Run 1, routing congestion:
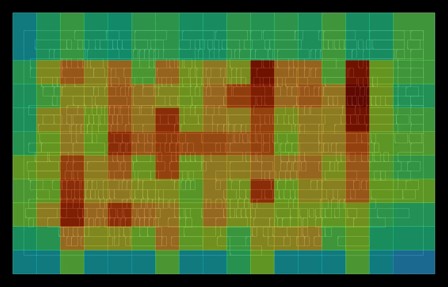
Run 1, local utilization:
The die is cut into 12 by 8 equal tiles; black is low, pale yellow is high, 0 to 100% covered.
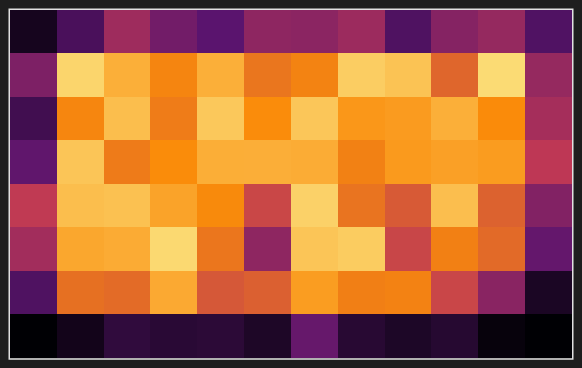
Run 1, where the registers sit:
The bar under the picture is 20 µm long.
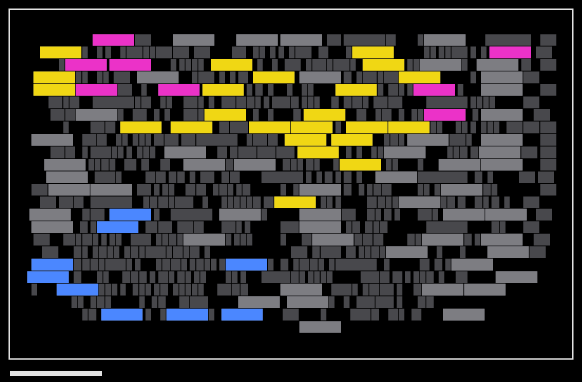
Run 1, placement by cell class:
The bar under the picture is 20 µm long. Fill, decap, tap and diode cells in gray.
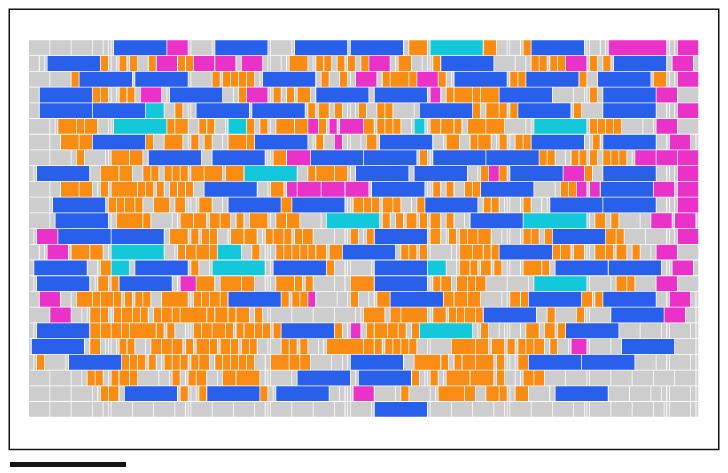
`src/rtl/sk6805_pkg.sv`:
```
// Shared definitions for the SK6805 receive path: FSM states, error codes,
// GRB field layout and the nominal 10 MHz protocol timing.
package sk6805_pkg;

  typedef enum logic [1:0] {
    ST_SYNC,
    ST_IDLE,
    ST_HIGH,
    ST_LOW
  } rx_state_e;

  localparam logic [1:0] ERR_NONE    = 2'd0;
  localparam logic [1:0] ERR_GLITCH  = 2'd1;
  localparam logic [1:0] ERR_STUCK   = 2'd2;
  localparam logic [1:0] ERR_PARTIAL = 2'd3;

  localparam int GRB_BITS = 24;
  localparam int G_LSB    = 16;
  localparam int R_LSB    = 8;
  localparam int B_LSB    = 0;

  localparam int T0H_CYC   = 3;
  localparam int T1H_CYC   = 6;
  localparam int T_BIT_CYC = 12;
  localparam int T_GAP_CYC = 500;

  function automatic logic [7:0] grb_field(input logic [23:0] word, input int lsb);
    return word[lsb +: 8];
  endfunction

endpackage

```
`src/rtl/sk6805_rx_decoder_if.sv`:
```
// Decoder bus: the serial line in, decoded pixel / frame / error reports out.
interface sk6805_rx_decoder_if #(
  parameter int PIXEL_IDX_W = 4
);

  logic                   LED_IO;
  logic [7:0]             R_Out;
  logic [7:0]             G_Out;
  logic [7:0]             B_Out;
  logic [PIXEL_IDX_W-1:0] Pixel_Idx;
  logic                   Pixel_Valid;
  logic                   Frame_Done;
  logic [PIXEL_IDX_W-1:0] Frame_Pixels;
  logic                   Err;
  logic [1:0]             Err_Code;

  modport master (
    input  LED_IO,
    output R_Out, G_Out, B_Out, Pixel_Idx, Pixel_Valid,
    output Frame_Done, Frame_Pixels, Err, Err_Code
  );

  modport slave (
    output LED_IO,
    input  R_Out, G_Out, B_Out, Pixel_Idx, Pixel_Valid,
    input  Frame_Done, Frame_Pixels, Err, Err_Code
  );

endinterface

```
`src/rtl/sk6805_pulse_meter.sv`:
```
// Synchronizes the LED line, flags its edges and measures consecutive
// high/low run lengths with counters that saturate at CNT_MAX.
module sk6805_pulse_meter #(
  parameter int CNT_W   = 9,
  parameter int CNT_MAX = 500
) (
  input  logic             clk,
  input  logic             rst,
  input  logic             led_i,
  output logic             rise_o,
  output logic             fall_o,
  output logic [CNT_W-1:0] high_run_o,
  output logic [CNT_W-1:0] low_run_o,
  output logic [CNT_W-1:0] high_width_o
);

  localparam logic [CNT_W-1:0] MAX_C = CNT_W'(CNT_MAX);

  logic             sync1_q, sync1_d;
  logic             sync2_q, sync2_d;
  logic             prev_q, prev_d;
  logic [CNT_W-1:0] hcnt_q, hcnt_d;
  logic [CNT_W-1:0] lcnt_q, lcnt_d;

  // Run lengths include the current synchronized sample.
  always_comb begin
    sync1_d = led_i;
    sync2_d = sync1_q;
    prev_d  = sync2_q;
    hcnt_d  = '0;
    lcnt_d  = '0;
    if (sync2_q) begin
      hcnt_d = (hcnt_q == MAX_C) ? hcnt_q : hcnt_q + 1'b1;
    end else begin
      lcnt_d = (lcnt_q == MAX_C) ? lcnt_q : lcnt_q + 1'b1;
    end
  end

  always_ff @(posedge clk or posedge rst) begin
    if (rst) begin
      sync1_q <= 1'b0;
      sync2_q <= 1'b0;
      prev_q  <= 1'b0;
      hcnt_q  <= '0;
      lcnt_q  <= '0;
    end else begin
      sync1_q <= sync1_d;
      sync2_q <= sync2_d;
      prev_q  <= prev_d;
      hcnt_q  <= hcnt_d;
      lcnt_q  <= lcnt_d;
    end
  end

  assign rise_o       = sync2_q & ~prev_q;
  assign fall_o       = ~sync2_q & prev_q;
  assign high_run_o   = hcnt_d;
  assign low_run_o    = lcnt_d;
  // On a falling edge the previous run is the width of the finished pulse.
  assign high_width_o = hcnt_q;

endmodule

```
`src/rtl/sk6805_rx_decoder.sv`:
```
// SK6805 line receiver: decodes high-pulse widths into 24-bit GRB pixels and
// reports pixels, frame ends and protocol errors through registered pulses.
module sk6805_rx_decoder #(
  parameter int BIT_THRESH  = 5,
  parameter int MIN_HIGH    = 2,
  parameter int MAX_HIGH    = 10,
  parameter int RESET_LOW   = 500,
  parameter int PIXEL_IDX_W = 4
) (
  input logic                clk_10MHz,
  input logic                Rst,
  sk6805_rx_decoder_if.master bus
);
  import sk6805_pkg::*;

  localparam int               CNT_W    = $clog2(RESET_LOW + 1);
  localparam logic [CNT_W-1:0] THRESH_C = CNT_W'(BIT_THRESH);
  localparam logic [CNT_W-1:0] MIN_C    = CNT_W'(MIN_HIGH);
  localparam logic [CNT_W-1:0] STUCK_C  = CNT_W'(MAX_HIGH + 1);
  localparam logic [CNT_W-1:0] GAP_C    = CNT_W'(RESET_LOW);
  localparam logic [4:0]       LAST_BIT = 5'(GRB_BITS - 1);

  logic             rise, fall;
  logic [CNT_W-1:0] high_run, low_run, high_width;

  sk6805_pulse_meter #(.CNT_W(CNT_W), .CNT_MAX(RESET_LOW)) u_meter (
    .clk          (clk_10MHz),
    .rst          (Rst),
    .led_i        (bus.LED_IO),
    .rise_o       (rise),
    .fall_o       (fall),
    .high_run_o   (high_run),
    .low_run_o    (low_run),
    .high_width_o (high_width)
  );

  rx_state_e              state_q, state_d;
  logic [23:0]            sr_q, sr_d;
  logic [4:0]             bit_cnt_q, bit_cnt_d;
  logic [PIXEL_IDX_W-1:0] pix_cnt_q, pix_cnt_d;
  logic [7:0]             r_q, r_d, g_q, g_d, b_q, b_d;
  logic [PIXEL_IDX_W-1:0] idx_q, idx_d, fp_q, fp_d;
  logic                   pv_q, pv_d, fd_q, fd_d, err_q, err_d;
  logic [1:0]             code_q, code_d;
  logic [23:0]            full_word;

  assign full_word = {sr_q[22:0], (high_width >= THRESH_C)};

  always_comb begin
    state_d   = state_q;
    sr_d      = sr_q;
    bit_cnt_d = bit_cnt_q;
    pix_cnt_d = pix_cnt_q;
    r_d       = r_q;
    g_d       = g_q;
    b_d       = b_q;
    idx_d     = idx_q;
    fp_d      = fp_q;
    code_d    = code_q;
    pv_d      = 1'b0;
    fd_d      = 1'b0;
    err_d     = 1'b0;
    unique case (state_q)
      ST_SYNC: begin
        if (low_run >= GAP_C) begin
          state_d   = ST_IDLE;
          pix_cnt_d = '0;
        end
      end
      ST_IDLE: begin
        if (rise) state_d = ST_HIGH;
      end
      ST_HIGH: begin
        if (fall) begin
          if (high_width < MIN_C) begin
            err_d     = 1'b1;
            code_d    = ERR_GLITCH;
            sr_d      = '0;
            bit_cnt_d = '0;
            state_d   = ST_SYNC;
          end else begin
            sr_d    = full_word;
            state_d = ST_LOW;
            if (bit_cnt_q == LAST_BIT) begin
              g_d       = grb_field(full_word, G_LSB);
              r_d       = grb_field(full_word, R_LSB);
              b_d       = grb_field(full_word, B_LSB);
              idx_d     = pix_cnt_q;
              pv_d      = 1'b1;
              bit_cnt_d = '0;
              if (pix_cnt_q != '1) pix_cnt_d = pix_cnt_q + 1'b1;
            end else begin
              bit_cnt_d = bit_cnt_q + 1'b1;
            end
          end
        end else if (high_run == STUCK_C) begin
          err_d     = 1'b1;
          code_d    = ERR_STUCK;
          sr_d      = '0;
          bit_cnt_d = '0;
          state_d   = ST_SYNC;
        end
      end
      ST_LOW: begin
        if (rise) begin
          state_d = ST_HIGH;
        end else if (low_run >= GAP_C) begin
          // A reset gap closes the frame; leftover bits are reported and dropped.
          fd_d = 1'b1;
          fp_d = pix_cnt_q;
          if (bit_cnt_q != '0) begin
            err_d  = 1'b1;
            code_d = ERR_PARTIAL;
          end
          pix_cnt_d = '0;
          bit_cnt_d = '0;
          sr_d      = '0;
          state_d   = ST_IDLE;
        end
      end
      default: state_d = ST_SYNC;
    endcase
  end

  always_ff @(posedge clk_10MHz or posedge Rst) begin
    if (Rst) begin
      state_q   <= ST_SYNC;
      sr_q      <= '0;
      bit_cnt_q <= '0;
      pix_cnt_q <= '0;
      r_q       <= '0;
      g_q       <= '0;
      b_q       <= '0;
      idx_q     <= '0;
      fp_q      <= '0;
      code_q    <= ERR_NONE;
      pv_q      <= 1'b0;
      fd_q      <= 1'b0;
      err_q     <= 1'b0;
    end else begin
      state_q   <= state_d;
      sr_q      <= sr_d;
      bit_cnt_q <= bit_cnt_d;
      pix_cnt_q <= pix_cnt_d;
      r_q       <= r_d;
      g_q       <= g_d;
      b_q       <= b_d;
      idx_q     <= idx_d;
      fp_q      <= fp_d;
      code_q    <= code_d;
      pv_q      <= pv_d;
      fd_q      <= fd_d;
      err_q     <= err_d;
    end
  end

  assign bus.R_Out        = r_q;
  assign bus.G_Out        = g_q;
  assign bus.B_Out        = b_q;
  assign bus.Pixel_Idx    = idx_q;
  assign bus.Pixel_Valid  = pv_q;
  assign bus.Frame_Done   = fd_q;
  assign bus.Frame_Pixels = fp_q;
  assign bus.Err          = err_q;
  assign bus.Err_Code     = code_q;

endmodule

```
`src/flat_wrapper.sv`:
```
// flat-port wrapper written by rule: the top's interface ports become plain ports
module sk6805_rx_decoder_flat import sk6805_pkg::*;
#(
  parameter int BIT_THRESH  = 5,
  parameter int MIN_HIGH    = 2,
  parameter int MAX_HIGH    = 10,
  parameter int RESET_LOW   = 500,
  parameter int PIXEL_IDX_W = 4
)
  (clk_10MHz, Rst, bus_LED_IO, bus_R_Out, bus_G_Out, bus_B_Out, bus_Pixel_Idx, bus_Pixel_Valid, bus_Frame_Done, bus_Frame_Pixels, bus_Err, bus_Err_Code);
  sk6805_rx_decoder_if #(.PIXEL_IDX_W(PIXEL_IDX_W)) bus_i ();
  input logic clk_10MHz;
  input logic Rst;
  input wire logic [$bits(bus_i.LED_IO)-1:0] bus_LED_IO;
  output wire logic [$bits(bus_i.R_Out)-1:0] bus_R_Out;
  output wire logic [$bits(bus_i.G_Out)-1:0] bus_G_Out;
  output wire logic [$bits(bus_i.B_Out)-1:0] bus_B_Out;
  output wire logic [$bits(bus_i.Pixel_Idx)-1:0] bus_Pixel_Idx;
  output wire logic [$bits(bus_i.Pixel_Valid)-1:0] bus_Pixel_Valid;
  output wire logic [$bits(bus_i.Frame_Done)-1:0] bus_Frame_Done;
  output wire logic [$bits(bus_i.Frame_Pixels)-1:0] bus_Frame_Pixels;
  output wire logic [$bits(bus_i.Err)-1:0] bus_Err;
  output wire logic [$bits(bus_i.Err_Code)-1:0] bus_Err_Code;
  assign bus_i.LED_IO = bus_LED_IO;
  assign bus_R_Out = bus_i.R_Out;
  assign bus_G_Out = bus_i.G_Out;
  assign bus_B_Out = bus_i.B_Out;
  assign bus_Pixel_Idx = bus_i.Pixel_Idx;
  assign bus_Pixel_Valid = bus_i.Pixel_Valid;
  assign bus_Frame_Done = bus_i.Frame_Done;
  assign bus_Frame_Pixels = bus_i.Frame_Pixels;
  assign bus_Err = bus_i.Err;
  assign bus_Err_Code = bus_i.Err_Code;
  sk6805_rx_decoder #(.BIT_THRESH(BIT_THRESH), .MIN_HIGH(MIN_HIGH), .MAX_HIGH(MAX_HIGH), .RESET_LOW(RESET_LOW), .PIXEL_IDX_W(PIXEL_IDX_W)) u_core (.clk_10MHz(clk_10MHz), .Rst(Rst), .bus(bus_i));
endmodule
```
`config.mk`:
```
export PLATFORM = sky130hd
export DESIGN_NAME = sk6805_rx_decoder_flat
export DESIGN_NICKNAME = d
export VERILOG_FILES = /design/src/rtl/sk6805_pkg.sv /design/src/rtl/sk6805_rx_decoder_if.sv /design/src/rtl/sk6805_pulse_meter.sv /design/src/rtl/sk6805_rx_decoder.sv /design/src/flat_wrapper.sv
export SDC_FILE = /design/constraint.sdc
export NUM_CORES = 1
export LEC_CHECK = 0
export ABC_AREA = 1
export CORE_ASPECT_RATIO = 0.6
export CORE_MARGIN = 3
export CORE_UTILIZATION = 55
export DETAILED_ROUTE_END_ITERATION = 12
export GPL_TIMING_DRIVEN = 0
export PLACE_DENSITY = 0.83
export SLEW_MARGIN = 20
export SYNTH_ARGS = -nofsm -noshare
export SYNTH_HDL_FRONTEND = slang
export SYNTH_SLANG_ARGS = --single-unit
```
`constraint.sdc`:
```
create_clock -name clk_10MHz -period 4 [get_ports clk_10MHz]
set_clock_uncertainty 0.15 [all_clocks]
set_input_delay 0.8 -clock clk_10MHz [delete_from_list [all_inputs] [get_ports clk_10MHz]]
set_output_delay 0.8 -clock clk_10MHz [all_outputs]
set_load 0.02 [all_outputs]
```
==> out/results.ini, run 1 <==
[sta]
layout_min_cycle_time_ns=2.49
finalSetupViolCount=0
worst_slack_ns=1.51
hold_viol_final=0
max_clock_freq_mhz=401
drv_slew=0
rsz0062_at_grt=no
worst_pin_slew_ns=0.512
slew_headroom_pct=65.9

[drt]
first_iter_violations=364
drt.antenna.violating_nets=0
via_count=3701
viasPerCell=5.36
drc=0
drt_pass1_iterations=5
finalWirelength_um=10000

[clock_network]
post-cts-setup-buffer-count=0
path_clk_slew_ns=0.06
cts_hold_buf=0
cts_tree=yes
cts_inserted_buffers=9
insertion_delay_ns=0.35
clockBufferDepth=2
cts.repair.resized=0
cts-root-buf=clkbuf_16
htree_levels=3
cts_sinks=92

[worst_setup_path]
reg2reg_from=u_core.u_meter.prev_d
critPathSlowestCell=dfrtp_1
reg2regPathDepth=9
worst-path-stages=9
path_class=reg2reg
crit_fanout=10
startpoint_type=register
cp_data_required_time_ns=4.12
critPathTopFamily=buffers and inverters
reg2reg_to=u_core.sr_q[20]
crit_end=u_core.sr_q[20]
rrSetupSlack_ns=1.51
startpoint=u_core.u_meter.prev_d
crit_chain=clkinv_1 -> buf_2 -> nand2_1 -> inv_1 -> nand2_1 -> nor2_2 -> clkbuf_1 -> nand2_1 -> o21ai_2
slowest_delay_ns=0.46
cp-end-kind=register
critical_path_arrival_ns=2.61

[yosys]
synth.largest_area_cell=dfrtp_1
ys_types=33
ys_area_um2=4480
top_cell_area_share_pct=51.4
fp_nets=542
ys_seq_share_pct=51.4
syn_inst=531
yosysWarningCount=0
synth_flops=92
area_leaders=dfrtp_1 51%, nand2_1 16%, nand2_2 4.1%, o21ai_2 3.9%, inv_1 3.7%
syn_area_um2=4480

[cells_and_area]
fillers=581
syn_to_final_growth_pct=19.1
lay_top_cells=186 x nand2_1, 92 x dfrtp_1, 43 x inv_1, 39 x clkdlybuf4s50_1, 33 x nand3_1
layoutNonFillerInstCount=691
antenna_cells=0
layout-drive-gt1-share_pct=17.7

[global_route]
grt_pass1_wl_um=16900
grt_max_degree=60
gr-total-overflow=0
grt_usage_pct=23.7
grt_pass1_vias=3405
antenna_found_initial=0

[placement]
port_buffers=39
place_congestion=0.980
dp_slack_ns=1.56
dp_hpwl_um=7030
place_inst=675

[min_path]
hold_path_class=reg2reg
min_from=u_core.u_meter.sync1_q

[floorplan]
die_y_um=75.9
die_w_um=122
fp-row-count=24
chipArea_um2=9300
ios=40

[job]
maxCapViolations=0
warnings=30

[power_and_ir_drop]
ir_drop_mv=0.235
leakage_nw=2.56

[run_status]
status=complete, no violations

About 'routing congestion':
GRT Max-Usage Layer: met1
met1 Track Usage GR: 36.0%
met3 Resource Use GR: 5.49%
drt wl/cell: 14.5 µm

About 'local utilization':
The densest ninth of the die: center. 33% of the tiles are over 75% full. The fullest tile reaches 92%. The emptiest ninth of the die: lower right. The mean over all tiles is 56%. 3.1% of the tiles are nearly empty.
FP Core Util: 59.2%
Core ar.: 7570 µm²
fin util: 70.5%

About 'where the registers sit':
Key: u_core.bus.G_Out = magenta [flops 8]; u_core.u_meter.high_width_o = blue [flops 9, where lower left]; u_core.sr_q = yellow [flops 23]
Another 52 sequential cells are not colored.

About 'placement by cell class':
Key: registers = blue [cells 92, share of their area 44%]; remaining logic cells = orange [cells 422, share of their area 40%]; clock drivers and dummy loads = cyan [cells 16, share of their area 5.9%]; remaining buffers and delay cells = magenta [cells 57, share of their area 10%]

-- run 1: area by class of cell --
type	count	area, µm²	area share (%)
Inverter	49	186	3.49
Sequential cell	92	2300	43.2
Buffer	17	118	2.20
Clock buffer	9	225	4.22
Tap cell	104	130	2.44
Clock inverter	7	81.3	1.52
Timing Repair Buffer	40	418	7.83
Multi-Input combinational cell	373	1870	35.1
-- run 1: sequential cells by signal, summed over array words and instances (netlist names), 5 cells and up --
name and flops:
u_core.bit_cnt_q 5, u_core.bus.B_Out 8, u_core.bus.G_Out 8, u_core.bus.R_Out 8
u_core.sr_q 23, u_core.u_meter.lcnt_q 9, u_core.u_meter.high_width_o 9
-- run 1: worst min-delay path by stage --
stage / endpoint / slack, ns
2_1_floorplan: u_core.u_meter.prev_d / 0.18
3_3_place_gp: u_core.u_meter.prev_d / 0.19
3_5_place_dp: u_core.u_meter.prev_d / 0.20
4_1_cts: u_core.u_meter.prev_d / 0.22
5_1_grt: u_core.u_meter.prev_d / 0.22
6_report: u_core.u_meter.prev_d / 0.21
-- run 1: logic make-up after synthesis --
logic type                 share of synthesized area [%]
and+or+nand+nor                                     30.6
DFF                                                 51.4
adders and majority gates                           2.24
xor gates and xnor gates                           0.587
AOI/OAI and AO/OA                                   8.41
buffers and inverters                               6.73
-- run 1: power breakdown --
| part | leakage (nW) | internal, mW | switching [mW] |
|---|---|---|---|
| combinational | 1.13 | 0.0203 | 0.0510 |
| clock | 0.153 | 0.496 | 0.385 |
| sequential | 1.27 | 0.936 | 0.00786 |
| total | 2.56 | 1.45 | 0.444 |
-- run 1: per-layer routing --
| metal | global-route usage [%] | share of wire, % | wire (µm) |
|---|---|---|---|
| met5 | 0 | 0 | 0 |
| met1 | 36.0 | 49 | 4890 |
| met3 | 5.49 | 6.9 | 696 |
| met2 | 34.4 | 43 | 4330 |
| met4 | 6.45 | 1.3 | 131 |
-- run 1: Yosys cell counts, drive strengths merged --
library cell and n:
nand2 215, dfrtp 92, inv 48, o21ai 43
nor2 40, nand3 35, buf 14, a21oi 10
ha 8, nand4 7, nor3 5, clkbuf 3
or2 2, xnor2 2, a21o 1, a31oi 1
clkinv 1, nand3b 1, o221ai 1, o22ai 1
xor2 1
-- run 1: metrics by stage --
step | hold slack [ns] | TNS (ns) | total power [mW] | cell area (µm²)
final | 0.211 | 0 | 1.90 | 5340
after global routing | 0.219 | 0 | 1.96 | 5340
after global placement | 0.185 | -60.82 | 1.03 | 5000
after floorplan | 0.181 | 0 | 1.01 | 4480
after CTS | 0.215 | 0 | 1.91 | 5340
after detailed placement | 0.200 | 0 | 1.03 | 5030
-- run 1: worst register-to-register path: stages (launching register included) --
cell      delay [ns]
dfrtp_1         0.46
clkinv_1        0.08
buf_2           0.23
nand2_1         0.20
inv_1           0.12
nand2_1         0.09
nor2_2          0.33
clkbuf_1        0.43
nand2_1         0.15
o21ai_2         0.18
--- run 2 (diff from run 1) ---
--- a/config.mk
+++ b/config.mk
@@ -8,10 +8,10 @@
 export ABC_AREA = 1
 export CORE_ASPECT_RATIO = 0.6
 export CORE_MARGIN = 3
-export CORE_UTILIZATION = 55
+export CORE_UTILIZATION = 52
 export DETAILED_ROUTE_END_ITERATION = 12
 export GPL_TIMING_DRIVEN = 0
-export PLACE_DENSITY = 0.83
+export PLACE_DENSITY = 0.82
 export SLEW_MARGIN = 20
 export SYNTH_ARGS = -nofsm -noshare
 export SYNTH_HDL_FRONTEND = slang
==> constraint.sdc (replaced) <==
create_clock -name clk_10MHz -period 2.2 [get_ports clk_10MHz]
set_clock_uncertainty 0.15 [all_clocks]
set_input_delay 0.44 -clock clk_10MHz [delete_from_list [all_inputs] [get_ports clk_10MHz]]
set_output_delay 0.44 -clock clk_10MHz [all_outputs]
set_load 0.02 [all_outputs]
==> out/results.ini, run 2 <==
[power_and_ir_drop]
p_sw_share_pct=22.3  ; -1.1 points
clockPowerShare_pct=46.7  ; +0.2 points
leakage_nw=2.84  ; +11%
p_int_mw=2.82  ; +94%
ir_drop_mv=0.464  ; +97%

[worst_setup_path]
crit_fanout=7  ; -3
worst-path-stages=13  ; +4
cp-end-kind=register
critPathSlowestCell=dfrtp_2
slowest_delay_ns=0.44  ; -0.02 ns
critical_path_arrival_ns=2.38  ; -0.23 ns
path_class=reg2reg
crit_chain=ha_4 -> buf_4 -> xnor2_1 -> nand2_2 -> nand2_2 -> a21oi_4 -> nand3_4 -> nand2_4 -> nand2_4 -> buf_12 -> clkbuf_16 -> nand2_2 -> o21ai_2
reg2regPathDepth=13  ; +4

[sta]
layout_min_cycle_time_ns=2.29  ; -0.207 ns
rsz0062_at_grt=yes
worst_pin_slew_ns=0.502  ; -0.0100 ns
slew_headroom_pct=66.4  ; +0.55 points
finalSetupViolCount=26  ; +26
max_clock_freq_mhz=437  ; +9.0%
tns_ns=-0.751  ; -0.751 ns
worst_slack_ns=-0.0875  ; -1.59 ns
hold_viol_final=0  ; unchanged

[clock_network]
cts-root-buf=clkbuf_16
cts_inserted_buffers=9  ; unchanged
insertion_delay_ns=0.35  ; about the same
path_clk_slew_ns=0.07  ; about the same
cts_sinks=92  ; unchanged

[yosys]
ys_seq_share_pct=51.4  ; unchanged
flop_cell=dfrtp_1
ys_area_um2=4480  ; unchanged
synth_flops=92  ; unchanged
top_cell_area_share_pct=51.4  ; unchanged
fp_nets=542  ; unchanged
ys_types=33  ; unchanged
common_cells=186 x nand2_1, 92 x dfrtp_1, 44 x inv_1, 33 x nand3_1, 29 x nand2_2
yosysMostFrequentCell=nand2_1

[global_route]
grt_pass1_wl_um=17600  ; +4.2%
gr-total-overflow=0  ; unchanged
antenna_found_initial=0  ; unchanged
grt_pass1_vias=3559  ; +4.5%

[drt]
finalWirelength_um=12300  ; +23%
viasPerCell=5.59  ; +4.4%
first_iter_violations=480  ; +32%
drc=0  ; unchanged
drt_pass1_iterations=6  ; +1

[placement]
place_congestion=0.918  ; -6.3%

[floorplan]
fp_util_pct=55.3  ; -3.9 points
die_w_um=126  ; +2.7%
fp-row-count=25  ; +4.2%
ios=40  ; unchanged
core-area_um2=8100  ; +7.1%
die_y_um=77.9  ; +2.6%

[cells_and_area]
largest_register=u_core.sr_q
syn_to_final_growth_pct=34.4
antenna_cells=0  ; unchanged
largest_reg_flops=23  ; unchanged
layout-drive-gt1-share_pct=29.8  ; +12 points

[run_status]
status=complete, but fails checks
violations=setup timing

[job]
warnings=32  ; +6.7%

==> run 2: cell count changes in the layout (fill, tap and decap cells not counted), sizes merged <==
cell      before  now
buf           15   37
clkbuf        12   19
inv           52   48
bufinv         1    2
clkinvlp       0    1
==> run 2: power by group through the flow <==
stage	sequential [mW]	combinational [mW]	clock (mW)
after detailed placement	1.75	0.139	0
after CTS	1.71	0.171	1.69
after global placement	1.75	0.122	0
after global routing	1.72	0.233	1.77
final	1.72	0.214	1.69
after floorplan	1.74	0.0944	0
==> run 2: per-layer routing <==
layer | part of all wire (%) | up-vias
li1 | - | 1836
met1 | 44 | 1939
met2 | 45 | 223
met3 | 7.9 | 39
met4 | 3.1 | 0
met5 | 0 | -
==> run 2: worst paths after layout <==
check	slack (ns)	to
max	-0.09	u_core.sr_q[1]
min	0.22	u_core.bus.Pixel_Idx[3]
max reg2reg	-0.09	u_core.sr_q[1]
min reg2reg	0.22	u_core.u_meter.prev_d
max in group asynchronous	0.82	u_core.u_meter.high_width_o[1]
min in group clk_10MHz	0.22	u_core.u_meter.prev_d
==> run 2: area by class of cell <==
class                   count  area [µm²]
clock buffers              10         239
clock inverters             5        85.1
inverters                  49         190
repair buffers             68         711
fillers                   517        2080
multi-input cells         373        2180
flip-flops and latches     92        2310
well taps                 108         135
plain buffers              17         173
==> run 2: cells by family after synthesis <==
logic type               after synthesis  synth area share, %
AND-OR/OR-AND                         57                 8.41
AND/OR/NAND/NOR                      305                 30.6
flip-flops                            92                 51.4
XOR/XNOR                               3                0.587
adder cells (fa/ha/maj)                8                 2.24
buffers and inverters                 66                 6.73
==> run 2: repair_timing <==
item / CTS / global route
setup endpoints to repair: 61 / 62
setup buffers: 11 / 12
pin swaps: 5 / 18
gates resized: 25 / 75
gates cloned: 0 / 3
==> run 2: through the flow <==
stage	utilization [%]	cells	area (µm²)	worst slack, ns	hold WS [ns]
after floorplan	-	531	4480	0.120	0.181
after global placement	61.8	678	5010	-0.422	0.183
after detailed placement	62.5	681	5070	-0.246	0.206
after CTS	68.6	707	5560	-0.00390	0.220
after global routing	74.3	722	6020	-0.145	0.229
final	74.3	722	6020	-0.0875	0.217
Run 2, where the registers sit:
The bar under the picture is 50 µm long.
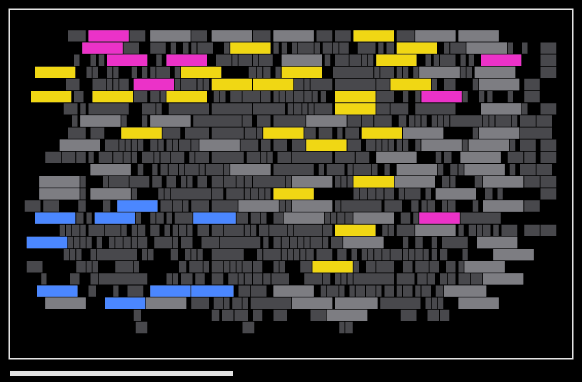
Key: u_core.bus.G_Out = magenta [flops 8]; u_core.sr_q = yellow [flops 23]; u_core.u_meter.high_width_o = blue [flops 9]
Another 52 sequential cells are not colored.
fin util: 74.3%
Seq. pwr: 1.72 mW
total area of sequential cells: 2310 µm²
flop share of the area: 38.3%

Run 2, routing congestion:
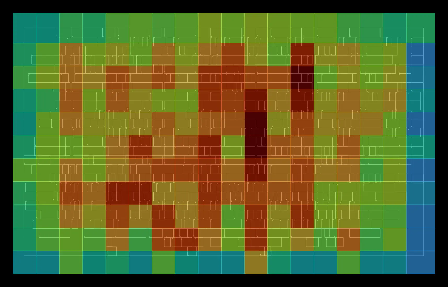
drt wl/cell: 17.1 µm
total track usage: 22.4%
met1 Track Usage GR: 33.5%
met2 Usage GRT: 32.9%

--- run 3 (diff from run 2) ---
--- a/config.mk
+++ b/config.mk
@@ -7,9 +7,10 @@
 export LEC_CHECK = 0
 export ABC_AREA = 1
 export CORE_ASPECT_RATIO = 0.6
-export CORE_MARGIN = 3
+export CORE_MARGIN = 2
 export CORE_UTILIZATION = 52
 export DETAILED_ROUTE_END_ITERATION = 12
+export GPL_ROUTABILITY_DRIVEN = 0
 export GPL_TIMING_DRIVEN = 0
 export PLACE_DENSITY = 0.82
 export SLEW_MARGIN = 20
==> out/results.ini, run 3 <==
[yosys]
ys_seq_share_pct=51.4  ; unchanged
ys_cells=531
area_leaders=dfrtp_1 51%, nand2_1 16%, nand2_2 4.1%, o21ai_2 3.9%, inv_1 3.7%
common_cells=186 x nand2_1, 92 x dfrtp_1, 44 x inv_1, 33 x nand3_1, 29 x nand2_2
ys_area_um2=4480  ; unchanged
synth_flops=92  ; unchanged
ys_types=33  ; unchanged
top_cell_area_share_pct=51.4  ; unchanged
fp_nets=542  ; unchanged
yosysMostFrequentCell=nand2_1

[floorplan]
die_w_um=124  ; -1.6%
core-area_um2=8430  ; +4.0%
fp-row-count=26  ; +4.0%
die_y_um=75.9  ; -2.6%
ios=40  ; unchanged
fp_util_pct=53.1  ; -2.1 points

[worst_setup_path]
slowest_delay_ns=0.42  ; -0.02 ns
startpoint_type=register
reg2reg_to=u_core.sr_q[9]
reg2regPathDepth=17  ; +4
critPathSlowestCell=dfrtp_1
crit_fanout=7  ; unchanged
rrSetupSlack_ns=-0.09  ; about the same
cp-end-kind=register
critical_path_arrival_ns=2.38  ; about the same
crit_chain=inv_2 -> ha_4 -> nand2_4 -> nor2_4 -> buf_6 -> nand2_4 -> nand2_2 -> a21oi_2 -> nand2_1 -> nor2_1 -> nand2_1 -> nand2_2 -> nand2_4 -> buf_12 -> clkbuf_16 -> nand2_2 -> o21ai_1
cp_data_required_time_ns=2.29
path_class=reg2reg

[clock_network]
clockBufferDepth=2
insertion_delay_ns=0.36  ; about the same
cts_inserted_buffers=9  ; unchanged
cts-root-buf=clkbuf_16
path_clk_slew_ns=0.07  ; about the same
cts_sinks=92  ; unchanged

[drt]
finalWirelength_um=10900  ; -11%
viasPerCell=5.34  ; -4.5%
drc=0  ; unchanged
drt_pass1_iterations=5  ; -1
first_iter_violations=326  ; -32%
wire_per_inst_um=15.1  ; -11%

[sta]
slew_headroom_pct=59.5  ; -6.9 points
worst_slack_ns=-0.0920  ; -0.00453 ns
layout_min_cycle_time_ns=2.29  ; +0.00453 ns
hold_viol_final=0  ; unchanged
tns_ns=-1.89  ; -1.14 ns
drv_slew=0
max_clock_freq_mhz=436  ; -0.20%
worst_pin_slew_ns=0.606  ; +0.105 ns
rsz0062_at_grt=yes
finalSetupViolCount=29  ; +12%

[cells_and_area]
largest_reg_flops=23  ; unchanged
logic_area_um2=2090  ; -4.1%
antenna_cells=0  ; unchanged
largest_register=u_core.sr_q
fillers=561  ; +8.5%
final-seq-area_um2=2300  ; -0.11%
syn_to_final_growth_pct=30.6
layout-drive-gt1-share_pct=25.1  ; -4.7 points

[min_path]
hold_path_class=reg2reg
min_to=u_core.u_meter.prev_d

[run_status]
violations=setup timing
status=complete, but fails checks

[power_and_ir_drop]
ir_drop_mv=0.643  ; +39%
leakage_nw=2.77  ; -2.4%

[global_route]
grt_usage_pct=22.7  ; +0.35 points
grt_pass1_vias=3265  ; -8.3%
antenna_found_initial=0  ; unchanged
gr-total-overflow=0  ; unchanged
grt_pass1_wl_um=16000  ; -9.1%

[job]
warnings=32  ; unchanged

==> run 3: cell count changes in the layout (fill, tap and decap cells not counted), sizes merged <==
cell,previous run,this run
bufinv,2,1
buf,37,32
clkinv,3,1
inv,48,52
==> run 3: cells by family after synthesis <==
family	Yosys count	share of synthesized area [%]
buf+inv	66	6.73
simple gates	305	30.6
flops	92	51.4
compound gates	57	8.41
fa+ha+maj	8	2.24
xor+xnor	3	0.587
==> run 3: what timing repair did <==
item                       CTS  global route
setup endpoints to repair   58            63
gates cloned                 0             3
resized                     19            48
buffers inserted            11             8
pin swaps                    7            10
==> run 3: worst max path at each step <==
stage	endpoint	slack, ns	cells past startpoint	from
floorplan	u_core.bit_cnt_q[0]	0.12	15	u_core.u_meter.lcnt_q[0]
global placement	u_core.u_meter.high_width_o[8]	-0.39	2	Rst
detailed placement	u_core.sr_q[22]	-0.18	14	u_core.u_meter.high_width_o[0]
CTS	u_core.sr_q[5]	-0.004	14	u_core.u_meter.lcnt_q[0]
global route	u_core.sr_q[21]	-0.20	17	u_core.u_meter.high_width_o[0]
finish	u_core.sr_q[9]	-0.09	17	u_core.u_meter.high_width_o[1]
==> run 3: power breakdown <==
part           leakage, nW  internal, mW  switching [mW]
sequential            1.27          1.70          0.0133
clock                0.156         0.936           0.712
combinational         1.35        0.0666           0.114
==> run 3: per-stage QoR <==
step / std cells / hold slack (ns) / setup WS [ns] / instance area (µm²) / utilization, %
CTS: 711 / 0.214 / -0.00426 / 5510 / 65.4
global placement: 682 / 0.187 / -0.393 / 5010 / 59.5
floorplan: 531 / 0.181 / 0.120 / 4480 / -
finish: 722 / 0.210 / -0.0920 / 5850 / 69.4
global route: 722 / 0.224 / -0.200 / 5850 / 69.4
detailed placement: 684 / 0.200 / -0.178 / 5050 / 60.0
==> run 3: final cells by class <==
type | instances | share of cell area (%)
flip-flops and latches | 92 | 39.4
multi-input cells | 373 | 35.7
repair buffers | 63 | 11.1
clock buffers | 10 | 4.09
inverters | 49 | 3.25
plain buffers | 17 | 2.72
well taps | 112 | 2.40
clock inverters | 6 | 1.31
==> run 3: routing by layer <==
layer | up-vias | track usage, % | share of wire [%]
met1 | 1844 | 32.2 | 45
met4 | 0 | 6.94 | 1.8
met2 | 158 | 34.3 | 46
li1 | 1829 | - | -
met3 | 23 | 6.51 | 7.5
met5 | - | 0 | 0
Run 3, local utilization:
The die is cut into 12 by 8 equal tiles; black is low, pale yellow is high, 0 to 100% covered.
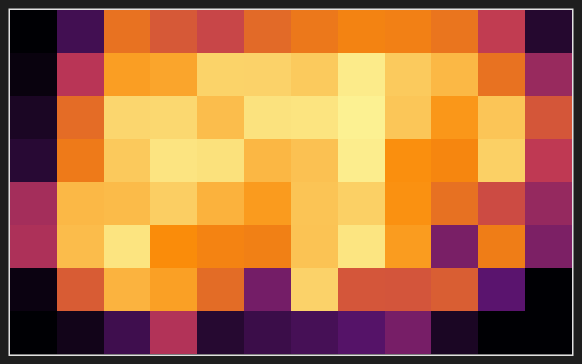
The emptiest ninth of the die: lower right. The fullest tile reaches 97%. 5.2% of the tiles are nearly empty. The mean over all tiles is 61%.

Run 3, signal wires by layer:
The bar under the picture is 20 µm long. Two of the layers only.
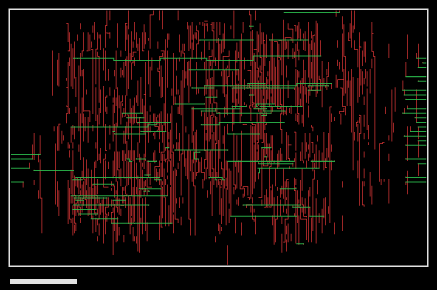
Key: M3 = green [wire length 816 µm]; M2 = red [wire length 5,030 µm]

Power is estimated from default activity; no workload was simulated.
